==> config.mk <==
export PLATFORM = sky130hd
export DESIGN_NAME = instr_fifo_fwft
export DESIGN_NICKNAME = d
export VERILOG_FILES = /design/src/rtl/instr_fifo_fwft.sv
export SDC_FILE = /design/constraint.sdc
export NUM_CORES = 1
export LEC_CHECK = 0
export CAP_MARGIN = 20
export CORE_MARGIN = 1
export CORE_UTILIZATION = 40
export DETAILED_ROUTE_END_ITERATION = 10
export PLACE_DENSITY = 0.65
export REMOVE_ABC_BUFFERS = 1
export SLEW_MARGIN = 30
export SYNTH_ARGS = -nofsm -noshare
export SYNTH_HDL_FRONTEND = slang
export SYNTH_SLANG_ARGS = --single-unit
==> constraint.sdc <==
create_clock -name clk -period 3.3 [get_ports clk]
set_input_delay 0.99 -clock clk [delete_from_list [all_inputs] [get_ports clk]]
set_output_delay 0.99 -clock clk [all_outputs]
set_load 0.02 [all_outputs]
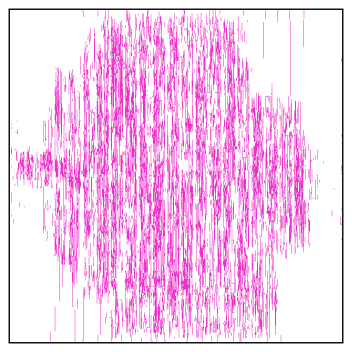
**Above:** metal 2.
main direction: vertical
share of all routed wire: 49%
global-route met2 utilization: 33.2%
total wire length: 104000 um
routed vias: 21.4k

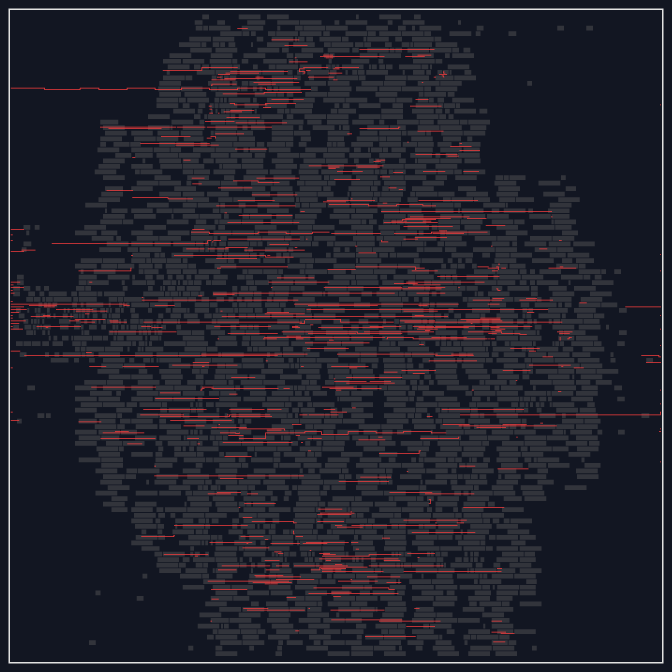
**Above:** signal wires on met3.
nets with wire on the layer: 251
longest straight run: 124 um
share of all routed wire: 7.2%
main direction: horizontal
met3 Track Usage GR: 3.80%

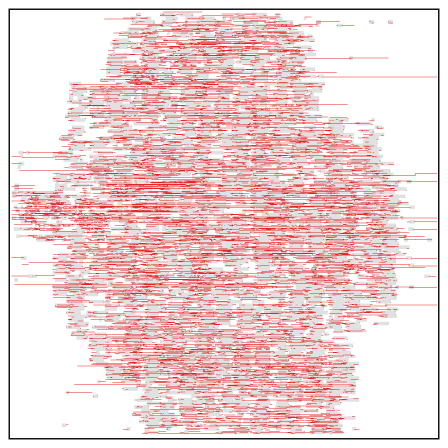
**Above:** the metal 1 layer.
longest straight run: 85.6 um
nets with wire on the layer: 2352
met1 global-route usage: 27.4%

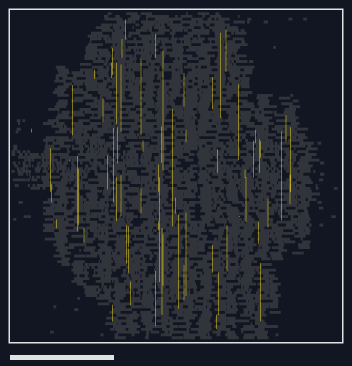
**Above:** the metal 4 layer.
Bar = 100 um.
nets with wire on the layer: 37
longest straight run: 116 um
main direction: vertical
wire length on this layer: 2630 um

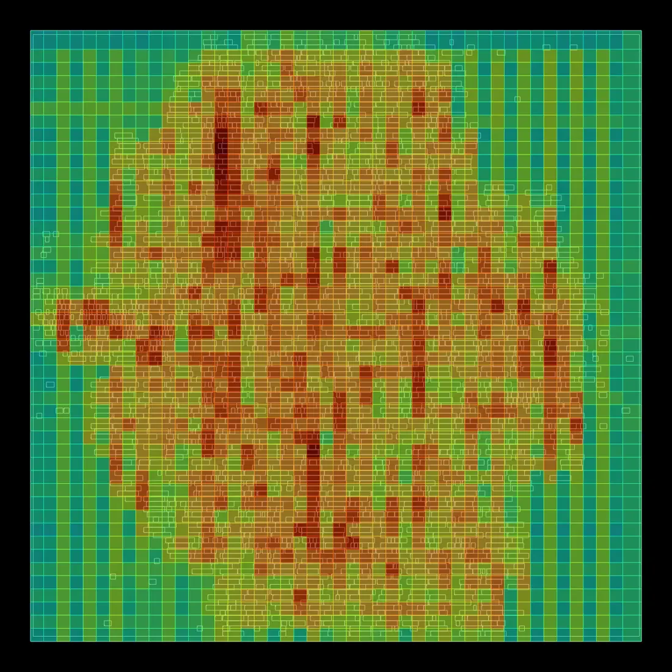
**Above:** routing congestion map.
busiest layer in global routing: met2
GRT Total Usage: 20.2%
detail-routed net length per standard cell: 27.2 um
core occupancy in the finished layout: 49.7%

==> out/metrics.yaml <==
run_status:
  status: "complete, but fails checks"
  failed_checks: "negative setup slack"
power_and_ir_drop:
  seqPwrFrac_pct: 41.8
  worst_case_vdd_ir_drop_v: 0.000449
  share_comb_of_total_power_pct: 27.0
  power_density_nw_per_um2: 705
  clkPwrFrac_pct: 31.2
  power.switching_w: 0.00972
  fin_total_pwr_w: 0.0352
  power.switching_fraction_pct: 27.6
  pg_seq_w: 0.0147
place:
  placed_cell_areas_um2: 45600
  place_congestion: 0.792
  placedCellCount: 3594
sta:
  fmax_mhz: 255
  worst_pin_slew_ns: 0.945
  finalClockSkew_ns: 0.0401
  finalHoldViolations: 0
  finalHoldWorstSlack_ns: 0.620
  totalNegativeSetupSlack_ns: -17.49
  finalWorstSetupSlack_ns: -0.616
  finalSetupViolations: 32
  rsz_0062_raised_after_global_routing: "yes"
  finalCriticalPeriod_ns: 3.92
  min_period_over_period_pct: 119
  drv_slew: 0
cells_and_area:
  most-common-layout-cells: "edfxtp_1 (1024), mux2i_1 (259), buf_4 (169)"
  top_cell_excl_fill_tap: "edfxtp_1"
  drive_gt1_share_pct: 31.0
  num_antenna_cells: 0
clocking:
  worst_skew_pair.late_latency_ns: 0.70
  clock_path_buffers: 3
  numClockSinks: 1040
  path_clk_slew_ns: 0.06
  holdBufCountCts: 0
  root_buffer: "clkbuf_16"
synth:
  synthesized_cell_area_um2: 40500
  top_cells_by_count: "edfxtp_1 (1024), mux2i_1 (259), a22oi_1 (129)"
  top_area_cell: "edfxtp_1"
  netlist_instances: 2045
  asyncSetResetFlopFracSynth_pct: 1.54
  synth_area_per_cell_um2: 19.8
  ys.flops: 1040
  netlist_top_cells_area: "edfxtp_1 (76%), mux4_2 (7.1%), mux2i_1 (6.4%)"
  synth-cells-yosys: 2045
worst_setup_path:
  critPathSlowestCell: "mux4_2"
  worst_path_most_repeated_cell: "buf_12"
  critPathMaxStageDelay_ns: 0.51
  reg2reg_slack_ns: 0.56
  combined_buffer_and_inverter_count_along_the_critical_path: 5
  path_delay_family: "multiplexers"
  crit_fanout: 7
floorplanning:
  die_y_um: 320
  placeableCoreArea_um2: 100000
  floorplan.die.width_um: 320
  std_cell_rows: 116
  num_io_pins: 79
worst_hold_path:
  class_of_the_most_critical_hold_timing_path: "flip-flop to flip-flop"
  min_delay_path_depth: 2
route:
  route.layer.met1.wl_um: 43000
  detail-route-antenna-nets: 0
grt:
  antenna_found_initial: 3
[area by class of cell]
cell class              count  area (um2)
fillers                  7922       50400
flip-flops and latches   1040       31200
multi-input cells         881        9570
repair buffers            361        4260
clock buffers             119        2570
well taps                1357        1700
clock inverters            66         587
inverters                   8        30.0
[cell families after synthesis]
| logic type | synth area share [%] |
|---|---|
| AND/OR/NAND/NOR | 2.84 |
| buffers and inverters | 1.29 |
| multiplexers | 15.3 |
| AND-OR/OR-AND | 3.30 |
| flip-flops | 76.9 |
| XOR/XNOR | 0.0216 |
| adder cells (fa/ha/maj) | 0.340 |
[repair_timing]
action	CTS	global route
endpoints found under the setup margin	35	34
setup buffers	23	24
pin swaps	29	38
cloned	10	2
gates resized	255	86
